$ cat config.mk
export PLATFORM = sky130hd
export DESIGN_NAME = fifo_rd_stream
export DESIGN_NICKNAME = d
export VERILOG_FILES = /design/src/rtl/fifo_rd_stream_pkg.sv /design/src/rtl/fifo_rd_stream_buf.sv /design/src/rtl/fifo_rd_stream.sv
export SDC_FILE = /design/constraint.sdc
export NUM_CORES = 1
export LEC_CHECK = 0
export ABC_CLOCK_PERIOD_IN_PS = 2009
export CORE_AREA = 5 5 52 54
export DETAILED_ROUTE_END_ITERATION = 16
export DIE_AREA = 0 0 57 59
export HOLD_SLACK_MARGIN = 0.03
export PLACE_DENSITY = 0.74
export SYNTH_ARGS = -nofsm -noshare
export SYNTH_HDL_FRONTEND = slang
export SYNTH_SLANG_ARGS = --single-unit
$ cat constraint.sdc
create_clock -name clk -period 2.01 [get_ports clk]
set_input_delay 0.201 -clock clk [delete_from_list [all_inputs] [get_ports clk]]
set_output_delay 0.201 -clock clk [all_outputs]
set_load 0.01 [all_outputs]
$ cat src/rtl/fifo_rd_stream_pkg.sv
// fifo_rd_stream_pkg: shared depth and occupancy type for the FIFO read-stream adapter
package fifo_rd_stream_pkg;
    localparam int SKID_DEPTH = 2;
    typedef logic [1:0] occ_t;
endpackage

$ cat src/rtl/fifo_rd_stream_buf.sv
// fifo_rd_stream_buf: 2-entry in-order register buffer; head always in slot 0
module fifo_rd_stream_buf
    import fifo_rd_stream_pkg::*;
#(
    parameter int DATA_W = 8
) (
    input  logic              clk,
    input  logic              rst,
    input  logic              wr,
    input  logic [DATA_W-1:0] wdata,
    input  logic              rd,
    output logic [DATA_W-1:0] head,
    output occ_t              count
);
    logic [DATA_W-1:0] slot0, slot1;
    occ_t wp;
    assign wp   = count - occ_t'(rd);
    assign head = slot0;
    // pop shifts slot1 forward; a write lands just behind whatever survives the pop
    always_ff @(posedge clk) begin
        if (rst) begin
            slot0 <= '0;
            slot1 <= '0;
            count <= '0;
        end else begin
            slot0 <= (wr && wp == 2'd0) ? wdata : (rd ? slot1 : slot0);
            slot1 <= (wr && wp == 2'd1) ? wdata : slot1;
            count <= count + occ_t'(wr) - occ_t'(rd);
        end
    end
endmodule

$ cat src/rtl/fifo_rd_stream.sv
// fifo_rd_stream: FIFO read port to valid/ready stream adapter; FIFO_RD_STREAM_STATS_EN adds out_beats
module fifo_rd_stream
    import fifo_rd_stream_pkg::*;
#(
    parameter int DATA_W = 8
) (
    input  logic              clk,
    input  logic              rst,
    input  logic              fifo_empty,
    output logic              fifo_rd_en,
    input  logic [DATA_W-1:0] fifo_rd_data,
    output logic              m_valid,
    input  logic              m_ready,
    output logic [DATA_W-1:0] m_data
`ifdef FIFO_RD_STREAM_STATS_EN
    ,
    output logic [15:0]       out_beats
`endif
);
    occ_t count;
    logic inflight, pop;
    assign m_valid = count != 2'd0;
    assign pop     = m_valid && m_ready;
    assign fifo_rd_en = !rst && !fifo_empty &&
        ({1'b0, count} + {2'b0, inflight} - {2'b0, pop}) < 3'(SKID_DEPTH);
    // a read issued this cycle returns data next cycle, so remember it as in flight
    always_ff @(posedge clk) begin
        inflight <= rst ? 1'b0 : fifo_rd_en;
    end
    fifo_rd_stream_buf #(.DATA_W(DATA_W)) u_buf (
        .clk   (clk),
        .rst   (rst),
        .wr    (inflight),
        .wdata (fifo_rd_data),
        .rd    (pop),
        .head  (m_data),
        .count (count)
    );
`ifdef FIFO_RD_STREAM_STATS_EN
    // count accepted beats, wrapping at 16 bits
    always_ff @(posedge clk) begin
        out_beats <= rst ? 16'd0 : out_beats + 16'(pop);
    end
`endif
endmodule

Run 1, wires at chosen ports, followed through buffers:
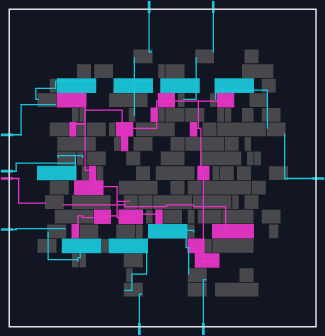
- cyan: m_data (bits 8; direction output; edge 3 west, 2 north, 2 south, 1 east; end cells 8; buffers 8; wire 185 microns)
- magenta: rst (bits 1; direction input; edge west; end cells 20; buffers 2; wire 178 microns)

Run 1, sizing map:
Bar = 20 microns.
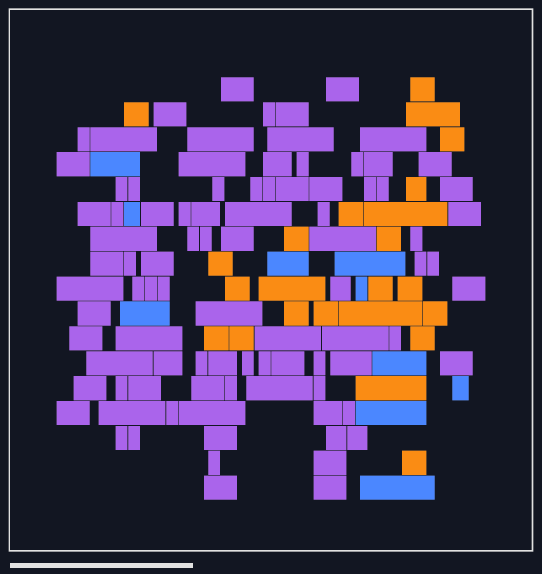
- orange: x3 and x4 (cells 23)
- blue: x2 (cells 10)
- purple: x1 and smaller (cells 91)

Run 1, metal layers overlaid:
Bar = 20 microns.
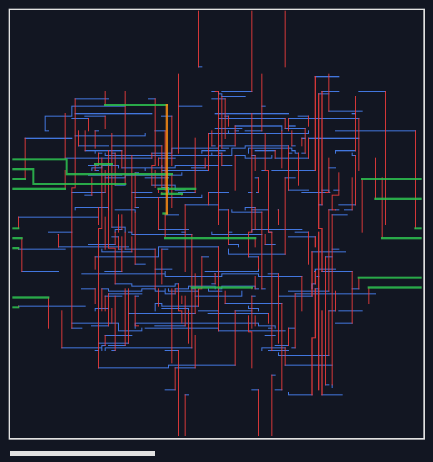
- blue: M1 (wire length 878 microns)
- orange: M4 (wire length 15.0 microns)
- red: M2 (wire length 1010 microns)
- green: M3 (wire length 134 microns)

Run 1, sequential cells coloured by netlist name:
Bar = 20 microns. Other sequential cells in the stronger grey, the rest of the logic in the fainter grey.
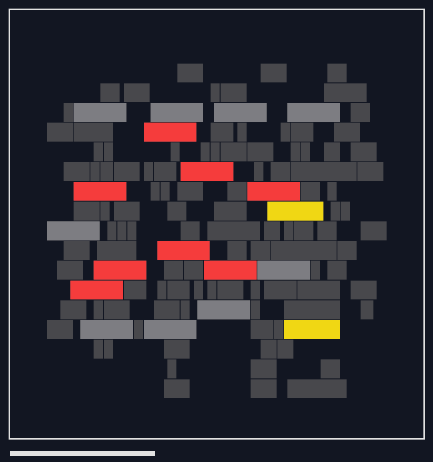
- yellow: u_buf.count (flops 2)
- red: u_buf.slot1 (flops 8)

==> flow_summary.json, run 1 <==
{
  "rsz0062_at_grt": "yes",
  "via_count": 758,
  "violations": "negative setup slack",
  "die_h_microns": 59,
  "yosys.cell_types.count": 19,
  "fp_util": 0.394,
  "cp_common_cell": "ha_4",
  "path_clk_slew_ns": 0.11,
  "synth_warnings": 0,
  "fin_nets": 141,
  "ios": 22,
  "firstDrtPassIters": 4,
  "power_leakage_nw": 0.469,
  "grt_pass1_vias": 785,
  "yosys-stat-cells": 89,
  "gp_congestion": 0.757,
  "drive_above_1_share": 0.266,
  "setup_slack_ns": -0.353,
  "status": "finished with violations",
  "syn_nets": 105,
  "antennaDiodeCount": 0,
  "seqCellArea_sq_um": 383,
  "initialDrtViolationCount": 16,
  "total_power_mw": 1.50,
  "ys.flops": 19,
  "period_minus_slack_ns": 2.36,
  "powerDensity_mw_per_mm2": 1200,
  "core-area_sq_mm": 0.00217,
  "worstSetupEndpointType": "output pin",
  "die_area_sq_mm": 0.00336,
  "timing_hold_violations_final": 0,
  "whs_endpoint": "u_buf.head[0]",
  "worstSetupPathType": "reg -> out",
  "fillers": 203,
  "cp_data_required_time_ns": 1.81,
  "crit_fanout": 2,
  "ys_area_sq_um": 855,
  "seq_area_frac_synth": 0.445,
  "drcViolationCount": 0,
  "cp_slowest_cell": "fa_2",
  "setup_viol": 1,
  "crit_chain": "o21ai_4, inv_4, ha_4, inv_2, ha_4, fa_2, nor4_4, buf_2",
  "die_x_microns": 57,
  "pre_cts_ws_ns": -0.786,
  "warnings": 30,
  "area_leaders": "dfxtp_1 (45%), mux2i_1 (9.4%), nand2_1 (7.5%)",
  "hold_path.class": "reg -> reg",
  "cts_tree": "done",
  "drt-total-wl_microns": 2030,
  "rr_startpoint": "u_buf.count[1]",
  "rows": 17,
  "worst-r2r-setup-slack_ns": 0.05,
  "holdWs_ns": 0.477,
  "overflow": 0,
  "insertion_delay_ns": 0.31,
  "min_path_cells": 2,
  "r2r_end": "u_buf.slot1[4]",
  "worst_ep_arrival_time_ns": 2.16,
  "grt_max_degree": 20,
  "cap_violations": 0,
  "lay_top_cells": "clkdlybuf4s50_1 (20), nand2_1 (17), dfxtp_1 (17), nor2_1 (16), buf_4 (14)",
  "reg2regPathDepth": 10,
  "crit_path_start_kind": "flip-flop",
  "grt_usage": 0.136,
  "finalCritPeriodShare": 1.18,
  "min-delay-start": "u_buf.slot1[0]",
  "finClkSkew_ns": 0.00693,
  "logic_area_sq_um": 477,
  "slowest_delay_ns": 0.45,
  "clock-sinks": 19,
  "numCtsBuffers": 3,
  "wire_per_inst_microns": 13.4,
  "top_cell_area_share": 0.445,
  "area_growth_pct": 46.7,
  "via_per_inst": 4.99,
  "synthesis.area_sq_um": 855,
  "dpl.hpwl_microns": 1500,
  "worst_ir_drop_vdd_v": 0.000683,
  "drv_slew": 0,
  "grt_pass1_wl_microns": 3550,
  "layout_top_cell": "clkdlybuf4s50_1",
  "slew_headroom": 0.843,
  "cts-hold-fix-buffers": 0,
  "tightest_slew_ns": 0.233,
  "netlist_instances": 89,
  "clk_path_buf_depth": 2,
  "setup_tns_ns": -0.353,
  "ant_nets": 0,
  "top_area_cell": "dfxtp_1",
  "root_buffer": "clkbuf_4",
  "antenna_found_initial": 0,
  "max_freq_ghz": 0.423,
  "syn-mean-instance-area_sq_um": 9.60,
  "h-tree-depth": 1,
  "port_buffers": 21
}
## run 1: stage by stage
step	cell area (sq um)	instances	utilization
global route	1250	152	0.578
floorplan	882	89	-
global placement	1180	146	0.546
finish	1250	152	0.578
detailed placement	1180	146	0.546
CTS	1240	151	0.572
## run 1: synthesized netlist by cell type (all sizes together)
master  instances
a311oi          8
nand2          17
nor4            2
xnor2           1
nand3b          1
buf             1
dfxtp          19
mux2i           8
o21ai           1
fa              1
inv             5
ha              3
nor3b           1
nor2           16
clkbuf          3
nor2b           2
## run 1: how the worst max path moves through the flow
stage	start	endpoint	slack, ns
6_report	u_buf.count[1]	fifo_rd_en	-0.35
5_1_grt	u_buf.count[1]	fifo_rd_en	-0.47
4_1_cts	u_buf.count[0]	fifo_rd_en	-0.37
3_5_place_dp	m_ready	fifo_rd_en	-0.79
3_3_place_gp	m_ready	fifo_rd_en	-0.70
2_1_floorplan	u_buf.count[1]	fifo_rd_en	-0.14
## run 1: cells by family after synthesis
kind of cell / after synthesis / share of synthesized area
and+or+nand+nor: 39 / 0.212
DFF: 19 / 0.445
AOI/OAI and AO/OA: 9 / 0.108
buffers and inverters: 9 / 0.0630
muxes: 8 / 0.0937
adders and majority gates: 4 / 0.0674
xor gates and xnor gates: 1 / 0.0103
## run 1: flip-flops by register name, indices dropped and copies added, names as in the netlist
name         count
u_buf.slot1      8
inflight         1
u_buf.count      2
u_buf.head       8
## run 1: where the power goes
group / total [mW] / internal (mW) / leakage, nW / switching, mW
registers: 0.534 / 0.475 / 0.155 / 0.0584
logic: 0.772 / 0.424 / 0.296 / 0.347
clock network: 0.198 / 0.0743 / 0.0177 / 0.124
## run 1: final cells by class
type,count,share of cell area
sequential,19,0.305
timing repair buffer,35,0.248
inverter,5,0.0170
clock buffer,3,0.0180
clock inverter,1,0.00399
tap,28,0.0279
multi-input combinational,61,0.380
## run 1: worst max-delay path, delay by kind of cell (launching register included)
family / cells / cell delay [ns]
adder cells (fa/ha/maj): 3 / 0.87
buffers and inverters: 3 / 0.25
AND-OR/OR-AND: 1 / 0.18
AND/OR/NAND/NOR: 1 / 0.20
flip-flops: 1 / 0.36
## run 1: per-layer routing
layer,track usage,part of all wire,wire (microns),vias to the layer above
met5,0,0,0,-
met4,0.0397,0.0069,14,0
li1,-,-,-,370
met1,0.156,0.43,877,359
met3,0.0479,0.065,133,2
met2,0.238,0.50,1010,27
## run 1: what timing repair did
item,4_1_cts,5_1_grt
pin swaps,1,2
resized,11,1
buffers inserted,1,1
endpoints found under the setup margin,3,11
--- run 2 (diff from run 1) ---
Settings changed: PLACE_DENSITY 0.74 to not set, PLACE_DENSITY_LB_ADDON set to 0.12, SKIP_CTS_REPAIR_TIMING set to 1.
Run 2, metal layers overlaid:
Bar = 20 microns.
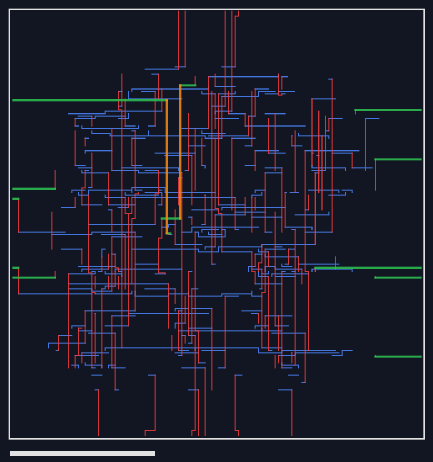
- blue: M1 (wire length 797 microns)
- green: M3 (wire length 81.0 microns)
- red: M2 (wire length 955 microns)
- orange: M4 (wire length 36.7 microns)

==> run 2 against run 1 <==
Against the previous run:
- the flow still finishes with violations (negative setup slack)
- total power is essentially flat
- final cell count shrank 1.3%
- critical path depth is the same
- worst setup slack gained 0.027 ns
- worst hold slack gained 0.012 ns
- routed wire length shrank 8.1%
- core utilization shrank 0.75 points
- sequential share of layout area grew 0.30 points
- combinational power is essentially flat
- first-iteration DRC count shrank 69%
==> flow_summary.json, run 2 <==
{
  "fillers": 205,
  "dpl.hpwl_microns": 1360,
  "worstSetupPathType": "reg -> out",
  "overflow": 0,
  "synthesis.area_sq_um": 855,
  "postSynth.asyncResetShare": 0,
  "worst_ep_arrival_time_ns": 2.13,
  "yosys.cell_types.count": 19,
  "slew_headroom": 0.839,
  "die_h_microns": 59,
  "syn-mean-instance-area_sq_um": 9.60,
  "root_buffer": "clkbuf_4",
  "die_area_sq_mm": 0.00336,
  "grt_pass1_vias": 678,
  "clk_path_buf_depth": 2,
  "initialDrtViolationCount": 5,
  "rsz0062_at_grt": "yes",
  "die_x_microns": 57,
  "finClkSkew_ns": 0.0110,
  "hold_path.class": "reg -> reg",
  "insertion_delay_ns": 0.31,
  "numCtsBuffers": 3,
  "worst_ir_drop_vdd_v": 0.000586,
  "worst-r2r-setup-slack_ns": 0.10,
  "netlist_instances": 89,
  "layout_top_cell": "clkdlybuf4s50_1",
  "setup_slack_ns": -0.326,
  "syn_nets": 105,
  "drv_slew": 0,
  "cap_violations": 0,
  "synth-edff-count": 0,
  "rows": 17,
  "port_buffers": 21,
  "firstDrtPassIters": 4,
  "antennaDiodeCount": 0,
  "via_count": 723,
  "ant_nets": 0,
  "drcViolationCount": 0,
  "common_cells": "dfxtp_1 (19), nand2_1 (17), nor2_1 (16)",
  "clock-sinks": 19,
  "drive_above_1_share": 0.246,
  "fp_util": 0.394,
  "grt_pass1_wl_microns": 3040,
  "top_area_cell": "dfxtp_1",
  "status": "finished with violations",
  "finalCritPeriodShare": 1.16,
  "top_cell_area_share": 0.445,
  "ios": 22,
  "crit_path_start_kind": "flip-flop",
  "logic_area_sq_um": 470,
  "warnings": 29,
  "wire_per_inst_microns": 12.5,
  "seq_area_frac_synth": 0.445,
  "crit_fanout": 2,
  "grt_max_degree": 20,
  "fin_nets": 139,
  "tightest_slew_ns": 0.240,
  "most_common_cell": "dfxtp_1",
  "synth_warnings": 0,
  "area_growth_pct": 44.8,
  "core-area_sq_mm": 0.00217,
  "holdWs_ns": 0.489,
  "power_leakage_nw": 0.455,
  "antenna_found_initial": 0,
  "worstSetupEndpointType": "output pin",
  "cts_tree": "done",
  "setup_viol": 1,
  "h-tree-depth": 1,
  "timing_hold_violations_final": 0,
  "violations": "negative setup slack",
  "ys.flops": 19,
  "ys_area_sq_um": 855,
  "area_leaders": "dfxtp_1 (45%), mux2i_1 (9.4%), nand2_1 (7.5%)",
  "seqCellArea_sq_um": 382,
  "gp_congestion": 0.743,
  "lay_top_cells": "clkdlybuf4s50_1 (20), dfxtp_1 (18), nand2_1 (17), nor2_1 (16), buf_4 (11)",
  "yosys-stat-cells": 89,
  "grt_usage": 0.116,
  "max_freq_ghz": 0.428,
  "ys.flop_type": "dfxtp_1"
}
-- run 2: cell counts after synthesis --
No cell type changed its count.
-- run 2: logic make-up (layout without fill, tap and decap cells) --
kind of cell             count (synthesis)  after routing  share of synthesized area
AND/OR/NAND/NOR                         39             39                      0.212
multiplexers                             8              8                     0.0937
AND-OR/OR-AND                            9              9                      0.108
XOR/XNOR                                 1              1                     0.0103
adder cells (fa/ha/maj)                  4              4                     0.0674
buffers and inverters                    9             42                     0.0630
flip-flops                              19             19                      0.445
-- run 2: layout make-up --
cell class                      instances  area share
Sequential cell                        19       0.308
Clock inverter                          1     0.00607
Multi-Input combinational cell         61       0.380
Timing Repair Buffer                   33       0.242
Tap cell                               28      0.0283
Clock buffer                            3      0.0182
Inverter                                5      0.0172
-- run 2: path summary, 6_finish.rpt --
path	startpoint	end	cells past startpoint
setup / recovery	u_buf.count[1]	fifo_rd_en	8
hold / removal	u_buf.slot1[1]	u_buf.head[1]	2
setup reg to reg	u_buf.count[1]	inflight	9
hold reg to reg	u_buf.slot1[1]	u_buf.head[1]	2
-- run 2: layer usage --
| metal | share of wire | vias to the layer above | global-route usage | routed length [microns] |
|---|---|---|---|---|
| met5 | 0 | - | 0 | 0 |
| met4 | 0.019 | 0 | 0.0596 | 36 |
| met3 | 0.043 | 4 | 0.0305 | 80 |
| met2 | 0.51 | 12 | 0.201 | 954 |
| met1 | 0.43 | 339 | 0.133 | 796 |
| li1 | - | 368 | - | - |
-- run 2: critical path, stage by stage (launching register included) --
cell and delay, ns:
dfxtp_2 0.35, o21ai_4 0.17, inv_4 0.05, ha_4 0.26, inv_2 0.04, ha_4 0.14, fa_2 0.45, nor4_4 0.20
buf_2 0.16
-- run 2: where the power goes --
part	internal [mW]	switching, mW	total (mW)	leakage [nW]
logic	0.430	0.342	0.773	0.286
registers	0.474	0.0558	0.530	0.155
clock network	0.0759	0.126	0.201	0.0139
total	0.980	0.523	1.50	0.455
-- run 2: through the flow --
| stage | power (mW) | area, sq um | cells | setup TNS (ns) | worst slack [ns] |
|---|---|---|---|---|---|
| floorplan | 0.931 | 882 | 89 | -0.162 | -0.141 |
| CTS | 1.48 | 1210 | 150 | -0.897 | -0.847 |
| finish | 1.50 | 1240 | 150 | -0.326 | -0.326 |
| global route | 1.60 | 1240 | 150 | -0.406 | -0.406 |
| detailed placement | 1.28 | 1180 | 146 | -3.35 | -0.742 |
| global placement | 1.26 | 1180 | 146 | -2.77 | -0.721 |
Power figures rest on the tool's default switching activity, not on a simulated workload.
